**src/rtl/relm_adc_io_pkg.sv**
```systemverilog
// rtl/relm_adc_io_pkg.sv - shared definitions for the ADC128S022 frame sequencer
// Purpose: frame state encoding, ADC frame geometry, result field offsets and
//          the per-bit address helper used by relm_adc_io.
// Ports:   none (package).
package relm_adc_io_pkg;

    typedef enum logic [2:0] {
        ST_IDLE,
        ST_SETUP,
        ST_LOW,
        ST_HIGH,
        ST_HOLD
    } state_e;

    localparam int ADC_BITS       = 16;
    localparam int ADC_ADDR_LSB   = 2;
    localparam int ADC_DATA_FIRST = 4;
    localparam int SAMPLE_W       = ADC_BITS - ADC_DATA_FIRST;
    localparam int RES_CH_LSB     = 12;
    localparam int RES_SAMPLE_LSB = 0;

    // DIN value for frame bit k: the channel goes out MSB first in bits 2..4,
    // every other bit position is driven low.
    function automatic logic addr_bit(input logic [2:0] ch, input logic [3:0] k);
        case (k)
            4'(ADC_ADDR_LSB):     return ch[2];
            4'(ADC_ADDR_LSB + 1): return ch[1];
            4'(ADC_ADDR_LSB + 2): return ch[0];
            default:              return 1'b0;
        endcase
    endfunction

endpackage

```
**src/rtl/relm_adc_io_if.sv**
```systemverilog
// rtl/relm_adc_io_if.sv - ReLM push/pop port bundle for the ADC sequencer
// Purpose: groups the command push port and the result pop port.
// Ports:   cmd_d (push word, [WD] strobe), cmd_retry (push refused),
//          res_d (pop word, [WD] strobe), res_q (result word, [WD] = empty).
//          master = processor side, slave = relm_adc_io side.
interface relm_adc_io_if #(
    parameter int WD = 32
);
    logic [WD:0] cmd_d;
    logic        cmd_retry;
    logic [WD:0] res_d;
    logic [WD:0] res_q;

    modport master (output cmd_d, output res_d, input cmd_retry, input res_q);
    modport slave  (input cmd_d, input res_d, output cmd_retry, output res_q);
endinterface

```
**src/rtl/relm_adc_io_clkdiv.sv**
```systemverilog
// rtl/relm_adc_io_clkdiv.sv - SCLK half-period divider
// Purpose: counts DIV clk cycles per phase and flags the last one.
// Ports:   clk, rst (sync, active high), reload_i (restart phase count),
//          phase_end_o (high on the last clk of the current phase).
module relm_adc_io_clkdiv #(
    parameter int DIV = 8
) (
    input  logic clk,
    input  logic rst,
    input  logic reload_i,
    output logic phase_end_o
);
    localparam int CW = (DIV > 2) ? $clog2(DIV) : 1;

    logic [CW-1:0] cnt_q;
    logic [CW-1:0] cnt_d;

    assign phase_end_o = (cnt_q == CW'(DIV - 1));

    always_comb begin
        cnt_d = cnt_q + 1'b1;
        if (reload_i || phase_end_o) begin
            cnt_d = '0;
        end
    end

    always_ff @(posedge clk) begin
        if (rst) begin
            cnt_q <= '0;
        end else begin
            cnt_q <= cnt_d;
        end
    end
endmodule

```
**src/rtl/relm_adc_io.sv**
```systemverilog
// rtl/relm_adc_io.sv - SPI frame sequencer for the ADC128S022
// Purpose: each accepted push runs one 16-SCLK frame; the captured sample is
//          held in a one-entry result register until popped.
// Ports:   clk, rst (sync, active high), bus (push/pop ports, slave side),
//          adc_cs_n_out, adc_sclk_out, adc_saddr_out (ADC pins, registered),
//          adc_sdat_in (ADC DOUT, asynchronous).
module relm_adc_io
    import relm_adc_io_pkg::*;
#(
    parameter int WD  = 32,
    parameter int DIV = 8
) (
    input  logic          clk,
    input  logic          rst,
    relm_adc_io_if.slave  bus,
    output logic          adc_cs_n_out,
    output logic          adc_sclk_out,
    output logic          adc_saddr_out,
    input  logic          adc_sdat_in
);
    state_e                state_q;
    logic                  cs_n_q, sclk_q, saddr_q;
    logic                  sync1_q, sync2_q;
    logic [3:0]            bit_q;
    logic [SAMPLE_W-1:0]   shift_q;
    logic [2:0]            new_ch_q, last_ch_q, res_ch_q;
    logic [SAMPLE_W-1:0]   res_sample_q;
    logic                  res_valid_q;

    logic                  cmd_retry;
    logic                  accept;
    logic                  pop;
    logic                  phase_end;
    logic                  reload;
    logic [WD:0]           res_word;
    logic                  unused_bits;

    assign cmd_retry = (state_q != ST_IDLE) | res_valid_q;
    assign accept    = bus.cmd_d[WD] & ~cmd_retry;
    assign pop       = bus.res_d[WD] & res_valid_q;
    // Every state change other than the accept lands on a phase end.
    assign reload    = accept | (phase_end & (state_q != ST_IDLE));

    assign unused_bits = ^{bus.cmd_d[WD-1:3], bus.res_d[WD-1:0]};

    relm_adc_io_clkdiv #(.DIV(DIV)) u_clkdiv (
        .clk         (clk),
        .rst         (rst),
        .reload_i    (reload),
        .phase_end_o (phase_end)
    );

    always_ff @(posedge clk) begin
        if (rst) begin
            sync1_q <= 1'b0;
            sync2_q <= 1'b0;
        end else begin
            sync1_q <= adc_sdat_in;
            sync2_q <= sync1_q;
        end
    end

    always_ff @(posedge clk) begin
        if (rst) begin
            state_q      <= ST_IDLE;
            cs_n_q       <= 1'b1;
            sclk_q       <= 1'b1;
            saddr_q      <= 1'b0;
            bit_q        <= '0;
            shift_q      <= '0;
            new_ch_q     <= '0;
            last_ch_q    <= '0;
            res_ch_q     <= '0;
            res_sample_q <= '0;
            res_valid_q  <= 1'b0;
        end else begin
            if (pop) begin
                res_valid_q <= 1'b0;
            end
            case (state_q)
                ST_IDLE: begin
                    if (accept) begin
                        state_q  <= ST_SETUP;
                        cs_n_q   <= 1'b0;
                        new_ch_q <= bus.cmd_d[2:0];
                    end
                end
                ST_SETUP: begin
                    if (phase_end) begin
                        state_q <= ST_LOW;
                        sclk_q  <= 1'b0;
                        bit_q   <= '0;
                        saddr_q <= addr_bit(new_ch_q, 4'd0);
                    end
                end
                ST_LOW: begin
                    if (phase_end) begin
                        state_q <= ST_HIGH;
                        sclk_q  <= 1'b1;
                    end
                end
                ST_HIGH: begin
                    if (phase_end) begin
                        // Capture at the very end of the high half-period so
                        // DOUT has had the longest time to settle.
                        shift_q <= {shift_q[SAMPLE_W-2:0], sync2_q};
                        if (bit_q == 4'(ADC_BITS - 1)) begin
                            state_q <= ST_HOLD;
                            cs_n_q  <= 1'b1;
                            saddr_q <= 1'b0;
                        end else begin
                            state_q <= ST_LOW;
                            sclk_q  <= 1'b0;
                            bit_q   <= bit_q + 4'd1;
                            saddr_q <= addr_bit(new_ch_q, bit_q + 4'd1);
                        end
                    end
                end
                ST_HOLD: begin
                    if (phase_end) begin
                        // The ADC converts the address of the previous frame.
                        state_q      <= ST_IDLE;
                        res_ch_q     <= last_ch_q;
                        res_sample_q <= shift_q;
                        res_valid_q  <= 1'b1;
                        last_ch_q    <= new_ch_q;
                    end
                end
                default: state_q <= ST_IDLE;
            endcase
        end
    end

    always_comb begin
        res_word                              = '0;
        res_word[WD]                          = ~res_valid_q;
        res_word[RES_CH_LSB +: 3]             = res_ch_q;
        res_word[RES_SAMPLE_LSB +: SAMPLE_W]  = res_sample_q;
    end

    assign bus.res_q     = res_word;
    assign bus.cmd_retry = cmd_retry;

    assign adc_cs_n_out  = cs_n_q;
    assign adc_sclk_out  = sclk_q;
    assign adc_saddr_out = saddr_q;
endmodule

```
**src/flat_wrapper.sv**
```systemverilog
// flat-port wrapper written by rule: the top's interface ports become plain ports
module relm_adc_io_flat import relm_adc_io_pkg::*;
#(
    parameter int WD  = 32,
    parameter int DIV = 8
)
  (clk, rst, adc_cs_n_out, adc_sclk_out, adc_saddr_out, adc_sdat_in, bus_cmd_d, bus_res_d, bus_cmd_retry, bus_res_q);
  relm_adc_io_if #(.WD(WD)) bus_i ();
  input  logic clk;
  input  logic rst;
  output logic adc_cs_n_out;
  output logic adc_sclk_out;
  output logic adc_saddr_out;
  input  logic adc_sdat_in;
  input wire logic [$bits(bus_i.cmd_d)-1:0] bus_cmd_d;
  input wire logic [$bits(bus_i.res_d)-1:0] bus_res_d;
  output wire logic [$bits(bus_i.cmd_retry)-1:0] bus_cmd_retry;
  output wire logic [$bits(bus_i.res_q)-1:0] bus_res_q;
  assign bus_i.cmd_d = bus_cmd_d;
  assign bus_i.res_d = bus_res_d;
  assign bus_cmd_retry = bus_i.cmd_retry;
  assign bus_res_q = bus_i.res_q;
  relm_adc_io #(.WD(WD), .DIV(DIV)) u_core (.clk(clk), .rst(rst), .bus(bus_i), .adc_cs_n_out(adc_cs_n_out), .adc_sclk_out(adc_sclk_out), .adc_saddr_out(adc_saddr_out), .adc_sdat_in(adc_sdat_in));
endmodule
```
**config.mk**
```make
export PLATFORM = sky130hd
export DESIGN_NAME = relm_adc_io_flat
export DESIGN_NICKNAME = d
export VERILOG_FILES = /design/src/rtl/relm_adc_io_pkg.sv /design/src/rtl/relm_adc_io_if.sv /design/src/rtl/relm_adc_io_clkdiv.sv /design/src/rtl/relm_adc_io.sv /design/src/flat_wrapper.sv
export SDC_FILE = /design/constraint.sdc
export NUM_CORES = 1
export LEC_CHECK = 0
export ABC_AREA = 1
export CAP_MARGIN = 25
export CORE_MARGIN = 2
export CORE_UTILIZATION = 35
export DETAILED_ROUTE_END_ITERATION = 6
export PLACE_DENSITY = 0.76
export SKIP_CTS_REPAIR_TIMING = 1
export SYNTH_ARGS = -nofsm -noshare
export SYNTH_HDL_FRONTEND = slang
export SYNTH_SLANG_ARGS = --single-unit
```
**constraint.sdc**
```tcl
create_clock -name clk -period 1.31 [get_ports clk]
set_input_delay 0.262 -clock clk [delete_from_list [all_inputs] [get_ports clk]]
set_output_delay 0.262 -clock clk [all_outputs]
set_load 0.01 [all_outputs]
```
==> notes.md, run 1 <==
run results: run status=finished, violations left, violated checks=setup timing, Critical path origin=u_core.u_clkdiv.cnt_q[0], Post-DP Area=0.00247 mm², area grow syn2layout=42.9%, bufs w/o clock=56, drt initial violations=115, Die Y=80.9 µm, Sequential Power Share=50.6%, Arr. time, crit path=1.69 ns, Final Skew=0.0100 ns, CLK BUF=5, Finished Layout Cells=399, nonclk inv count=21, n_diodes=0, CP Cell Sequence=ha_4 -> ha_4 -> nand4_1 -> buf_4 -> nor2_4 -> nand3_2 -> a21oi_2, number of global-route vias before repair=1,722, worst r2r dst=u_core.bit_q[3], HP Start=u_core.sync1_q, Gate Count Post-Synth=274, Comb. pwr=0.633 mW, CP max stage cell=dfxtp_2, unrepaired setup endpoints after global routing=yes, top cells, area=dfxtp_1 47%, nand2_1 13%, a21oi_1 9.0%, HP Class=register to register, setup ws final=-0.122 ns, fin crit share=109%, yosys warns=0, CTS Buffer Depth=2, # DRC=0, IO Pins=106, first-pass GRT wire length=7330 µm, main flop type=dfxtp_1, Clock power frac=29.9%, Yosys cell types=21, worst path required time=1.57 ns, CORE AREA=roughly 0.0056 mm², largest power group=registers, OpenROAD warning count=90, area leader, netlist=dfxtp_1, Die Area=0.00654 mm², kind of start point of the critical path=register, fraction of registers with async set/reset=0%, largest registers=u_core.res_sample_q (12), u_core.shift_q (12), u_core.bit_q (4), hold endpoint=u_core.sync2_q, Setup crit end=u_core.bit_q[3], cell area after layout=0.00296 mm², Synth Cell Area=0.00207 mm², Max-area cell share=47.4%, sequential share of cell area=roughly 33%, row count=27, FP Util=about 37%, Fillers=540, GR Overflow Total=0, drt pass-1 iters=4, Post-DP HPWL=3060 µm, Top cell excl fill/tap=nand2_1, largest class=combinational gates, crit-path max cell delay=0.37 ns, pin count of the biggest net entering global routing=around 40, CP max FO=4, count of final setup violators=17, Synth top cells by count=70 x nand2_1, 49 x dfxtp_1, 37 x a21oi_1, 30 x nand3_1, 21 x nor2_1, clk sinks=49, cell area power density=1100 mW/mm², FF-to-FF setup slack=-0.12 ns, Leak=1.40 nW
## run 1: routing by layer
metal / wire length, µm / vias up / part of all wire [%] / track usage [%]
met5: 0 / - / 0 / 0
met4: 89 / 0 / 1.8 / 6.78
met3: 343 / 10 / 6.9 / 3.11
met2: 2390 / 75 / 48 / 22.5
met1: 2160 / 850 / 43 / 18.3
li1: - / 951 / - / -
## run 1: cells by family after synthesis
| kind of cell | synth area share [%] |
|---|---|
| buffers and inverters | 13.1 |
| AND-OR/OR-AND | 10.8 |
| flip-flops | 47.4 |
| AND/OR/NAND/NOR | 25.5 |
| other | 0.181 |
| adder cells (fa/ha/maj) | 3.02 |
## run 1: tightest hold or removal path, cell delays in order (launching register included)
cell     delay (ns)
dfxtp_1        0.31
inv_1          0.04
nor2_1         0.03
Run 1, M1 wires:
Supply wires on this layer in gray.
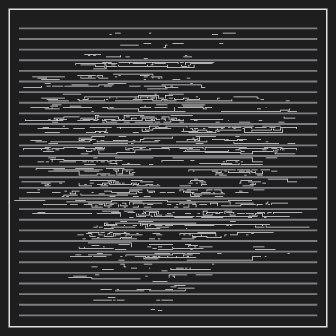
- wire length on this layer: 2,160 µm
- nets with wire on the layer: 295
- share of all routed wire: 43%
- longest straight run: 30.6 µm

Run 1, signal wires on met2:
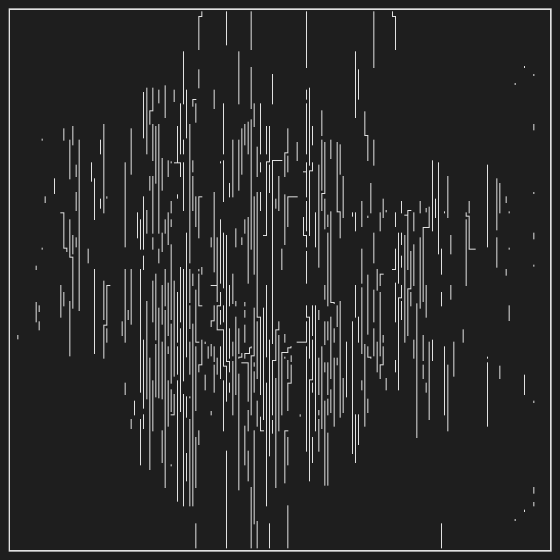
- nets with wire on the layer: 279
- wire length on this layer: 2,390 µm
- share of all routed wire: 48%
- main direction: vertical
- longest straight run: 27.4 µm
Vias: 1,886
GR Util met2: 22.5%

Run 1, M3 wires:
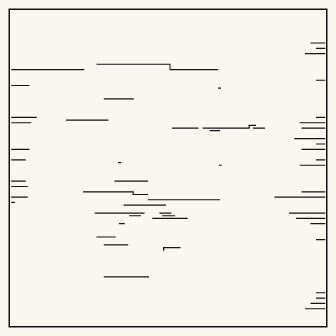
- nets with wire on the layer: 48
- wire length on this layer: 344 µm
Routed WL: 4980 µm
M3 GR Usage: 3.11%

--- run 2 (diff from run 1) ---
==> constraint.sdc (replaced) <==
create_clock -name clk -period 1.31 [get_ports clk]
set_input_delay 0.131 -clock clk [delete_from_list [all_inputs] [get_ports clk]]
set_output_delay 0.131 -clock clk [all_outputs]
set_load 0.01 [all_outputs]
Run 2, routed metal per tile:
Scale bar: 20 µm. 16 x 16 tiles, from dark purple (low) to yellow (high), scaled to the fullest tile. Values are wire area over tile area, all layers added.
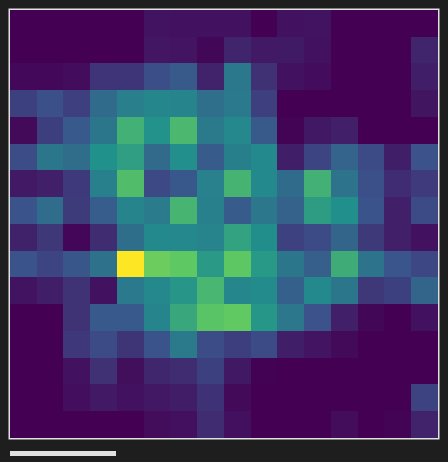
- emptiest ninth of the die: north-east
- densest ninth of the die: center
- fullest tile: 0.55
GRT Overall Usage: 13.9%
Routed WL: 4560 µm
Vias: 1,860
Avg WL per Cell: 11.6 µm

Run 2, signal wires on met2:
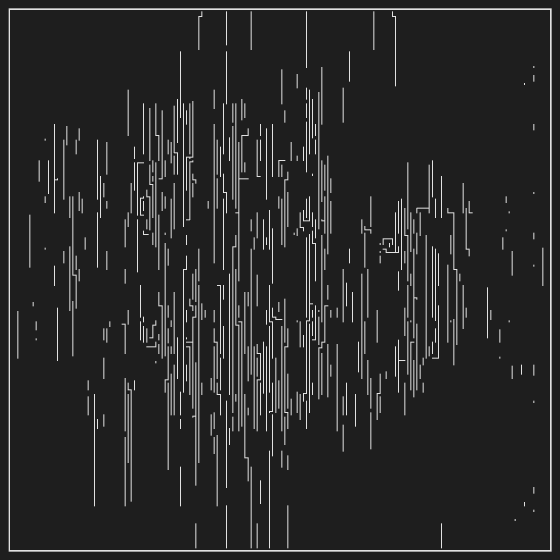
- nets with wire on the layer: 266
- longest straight run: 26.5 µm
- share of all routed wire: 47%

==> run 2 against run 1 <==
Net effect: the flow still finishes with violations (setup timing); clock-buffer cell count increased by 1; cell area decreased by 3.9%; die size unchanged; first-iteration DRC count decreased by 36%; critical path type unchanged; non-clock buffer count decreased by 6; routed wire length decreased by 8.4%; sequential power about the same; via count decreased by 1.4%; maximum frequency increased by 2.5%; largest cell class unchanged; setup slack improved by 0.035 ns; area after synthesis unchanged.
==> notes.md, run 2 <==
run results: run status=finished, violations left, violated checks=setup timing, worst path required time=1.51 ns (-0.06 ns), CORE AREA=0.00561 mm² (unchanged), Critical path origin=u_core.u_clkdiv.cnt_q[0], busiest grt layer=met2, Yosys cell types=21 (unchanged), fin crit share=107% (-2.7 points), area leader, netlist=dfxtp_1, CP max stage cell=dfxtp_2, Post-DP Area=0.00246 mm² (-0.41%), Setup crit end=u_core.shift_q[9], number of global-route vias before repair=1,632 (-5.2%), Max-area cell share=47.4% (unchanged), Arr. time, crit path=1.60 ns (-0.09 ns), Clock power frac=29.3% (-0.6 points), Sequential Power Share=54.8% (+4.2 points), # DRC=0 (unchanged), cell area after layout=0.00284 mm² (-3.9%), pin count of the biggest net entering global routing=40 (unchanged), HP Class=input port to register, count of final setup violators=11 (-6), fraction of registers with async set/reset=0% (unchanged), yosys warns=0 (unchanged), Leak=1.37 nW (-2.0%), Fmax=0.716 GHz, Die Area=0.00654 mm² (unchanged), clk sinks=49 (unchanged), FP Util=36.9% (unchanged), crit-path max cell delay=0.34 ns (-0.03 ns), CTS clk-pin slew, worst paths=0.09 ns, GR Overflow Total=0 (unchanged), HP Start=adc_sdat_in, main flop type=dfxtp_1, Post-DP HPWL=2990 µm (-2.2%), CP Cell Sequence=ha_4 -> ha_4 -> nand4_1 -> buf_6 -> clkinvlp_4 -> nand2_1 -> a21oi_1, met2 WL post-DR=2140 µm (-11%), top cells, area=dfxtp_1 47%, nand2_1 13%, a21oi_1 9.0%, kind of start point of the critical path=register, IO Pins=106 (unchanged), hold slack=around 0.33 ns, Synth top cells by count=70 x nand2_1, 49 x dfxtp_1, 37 x a21oi_1, 30 x nand3_1, 21 x nor2_1, area grow syn2layout=37.4%, Clk power=0.888 mW, Worst VDD drop=roughly 0.57 mV, row count=27 (unchanged), CTS Buffer Depth=2 (unchanged), unrepaired setup endpoints after global routing=yes, Finished Layout Cells=393 (-1.5%), Top cell excl fill/tap=nand2_1, worst r2r dst=u_core.shift_q[9], setup ws final=-0.0865 ns (+0.0350 ns), Die Y=80.9 µm (unchanged), OpenROAD warning count=90 (unchanged), Comb. pwr=0.482 mW (-24%), GR Util met2=21.6% (-0.91 points), Final Skew=0.00600 ns (-0.00401 ns), drt initial violations=74 (-36%), hold endpoint=u_core.sync1_q, Synth flops=49, WL met3=226 µm (-34%), Max Used Layer=met4, Pwr Total=slightly above 3 mW, share of layout cells above drive strength 1=21.5%, drt pass-1 iters=4 (unchanged), largest registers=u_core.res_sample_q (12), u_core.shift_q (12), u_core.bit_q (4), first-pass GRT wire length=7140 µm (-2.5%), cell area power density=1070 mW/mm² (-3.2%), met1 Use GR=18.6% (+0.21 points), FF-to-FF setup slack=-0.09 ns (+0.04 ns), Synth Cell Area=0.00207 mm² (unchanged)
Run 2, M3 wires:
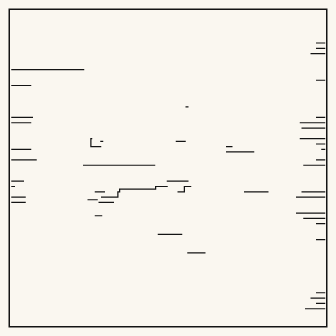
- share of all routed wire: 5.0%
- wire length on this layer: 227 µm
- nets with wire on the layer: 42
- longest straight run: 18.4 µm
M3 GR Usage: 3.00%

-- run 2: logic make-up after synthesis --
family,Yosys count,share of synthesized area [%]
flops,49,47.4
fa+ha+maj,5,3.02
other cells,1,0.181
buf+inv,48,13.1
simple gates,127,25.5
compound gates,44,10.8
-- run 2: area by class of cell --
cell class                      count  area [µm²]
Fill cell                         530        2770
Multi-Input combinational cell    193        1030
Sequential cell                    49         987
Timing Repair Buffer               50         559
Tap cell                           72        90.1
Inverter                           20        82.6
Clock buffer                        6        72.6
Clock inverter                      2        15.0
Timing Repair inverter              1        7.51
-- run 2: worst min-delay path, stage by stage --
cell and delay [ns]:
clkdlybuf4s50_1 0.39, inv_1 0.05, nor2_1 0.03
--- run 3 (diff from run 2) ---
- SLEW_MARGIN: unset -> 10
==> run 3 against run 2 <==
Net effect: the run still ends with setup timing left; setup slack stayed put; routed wire length is the same; global-route usage did not move; clock power is essentially flat; critical path depth stayed put; combinational power hardly changed; cell area did not move; critical endpoint unchanged; largest cell class unchanged.
==> notes.md, run 3 <==
run results: drt pass-1 iters=4 (unchanged), run status=finished, violations left, CTS clk-pin slew, worst paths=0.09 ns (about the same), # DRC=0 (unchanged), Pwr Total=3.03 mW (unchanged), Top cell excl fill/tap=nand2_1, Fillers=530 (unchanged), FP Util=36.9% (unchanged), Synth flops=49 (unchanged), HP Class=input port to register, cell area power density=1070 mW/mm² (unchanged), Worst VDD drop=0.569 mV (unchanged), number of global-route vias before repair=1,632 (unchanged), CTS Buffer Depth=2 (unchanged), row count=27 (unchanged), kind of start point of the critical path=register, Synth top cells by count=70 x nand2_1, 49 x dfxtp_1, 37 x a21oi_1, 30 x nand3_1, 21 x nor2_1, CORE AREA=0.00561 mm² (unchanged), violated checks=setup timing, crit-path max cell delay=0.34 ns (about the same), Finished Layout Cells=393 (unchanged), cell area after layout=0.00284 mm² (unchanged), Comb. pwr=0.482 mW (about the same), Fmax=0.716 GHz (unchanged), busiest grt layer=met2, share of layout cells above drive strength 1=21.5% (unchanged), fin crit share=107% (unchanged), CP Cell Sequence=ha_4 -> ha_4 -> nand4_1 -> buf_6 -> clkinvlp_4 -> nand2_1 -> a21oi_1, met1 Use GR=18.6% (unchanged), Die Y=80.9 µm (unchanged), hold endpoint=u_core.sync1_q, Max Used Layer=met4, Die Area=0.00654 mm² (unchanged), IO Pins=106 (unchanged), GR Overflow Total=0 (unchanged), largest registers=u_core.res_sample_q (12), u_core.shift_q (12), u_core.bit_q (4), fraction of registers with async set/reset=0% (unchanged), WL met3=226 µm (unchanged), Clk power=0.888 mW (about the same), Post-DP Area=0.00246 mm² (unchanged), hold slack=0.334 ns (unchanged), Arr. time, crit path=1.60 ns (about the same), pin count of the biggest net entering global routing=40 (unchanged), Yosys cell types=21 (unchanged), unrepaired setup endpoints after global routing=yes, FF-to-FF setup slack=-0.09 ns (about the same), count of final setup violators=11 (unchanged), Vias=1,860 (unchanged), met2 WL post-DR=2140 µm (unchanged), Final Skew=0.00600 ns (unchanged), Sequential Power Share=54.8% (about the same), Routed WL=4560 µm (unchanged), setup ws final=-0.0865 ns (unchanged), yosys warns=0 (unchanged)
[run 3: cell counts after synthesis]
No cell type changed its count.
[run 3: layout make-up]
class                      count  area [µm²]  area share [%]
clock buffer                   6        72.6            2.55
clock inverter                 2        15.0           0.528
inverter                      20        82.6            2.91
multi-input combinational    193        1030            36.2
sequential                    49         987            34.7
tap                           72        90.1            3.17
timing repair buffer          50         559            19.7
timing repair inverter         1        7.51           0.264
[run 3: cells by family (layout without fill, tap and decap cells)]
family / after synthesis / in the layout / synth area share [%]
simple gates: 127 / 127 / 25.5
flops: 49 / 49 / 47.4
buf+inv: 48 / 79 / 13.1
compound gates: 44 / 44 / 10.8
fa+ha+maj: 5 / 5 / 3.02
other cells: 1 / 17 / 0.181
Run 3, routed metal per tile:
Scale bar: 20 µm. 16 x 16 tiles, from dark purple (low) to yellow (high), scaled to the fullest tile. Values are wire area over tile area, all layers added.
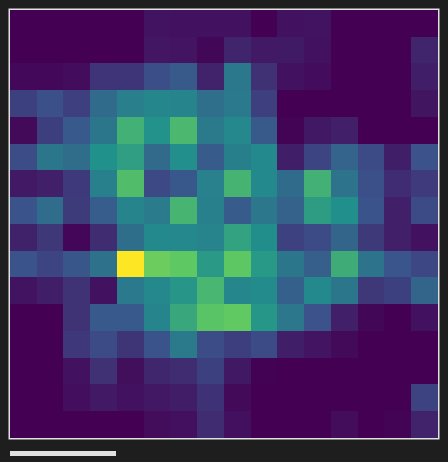
- tiles over half the peak: 9.0%
- emptiest ninth of the die: north-east
- mean over tiles: 0.11
- fullest tile: 0.55

Run 3, M3 wires:
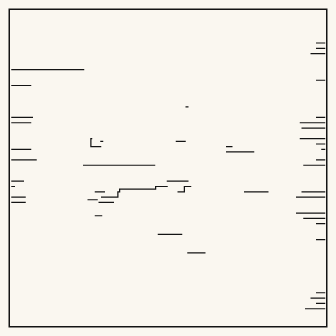
- main direction: horizontal
- longest straight run: 18.4 µm
- wire length on this layer: 227 µm

Run 3, signal wires on met2:
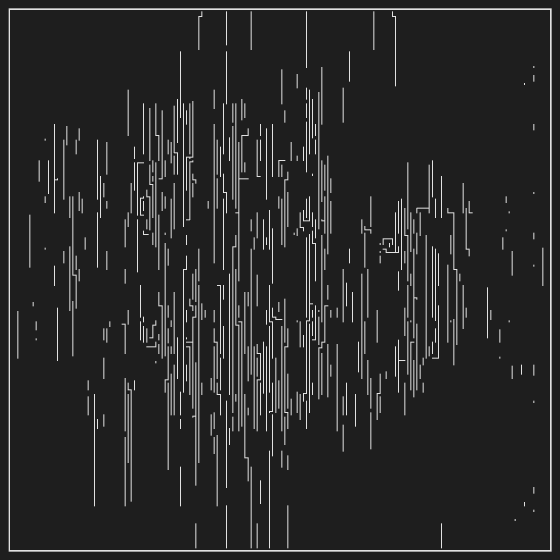
- nets with wire on the layer: 266
- share of all routed wire: 47%
- main direction: vertical
- longest straight run: 26.5 µm
GR Util met2: 21.6%

No activity file was given, so power comes from the tool's default toggle rates.
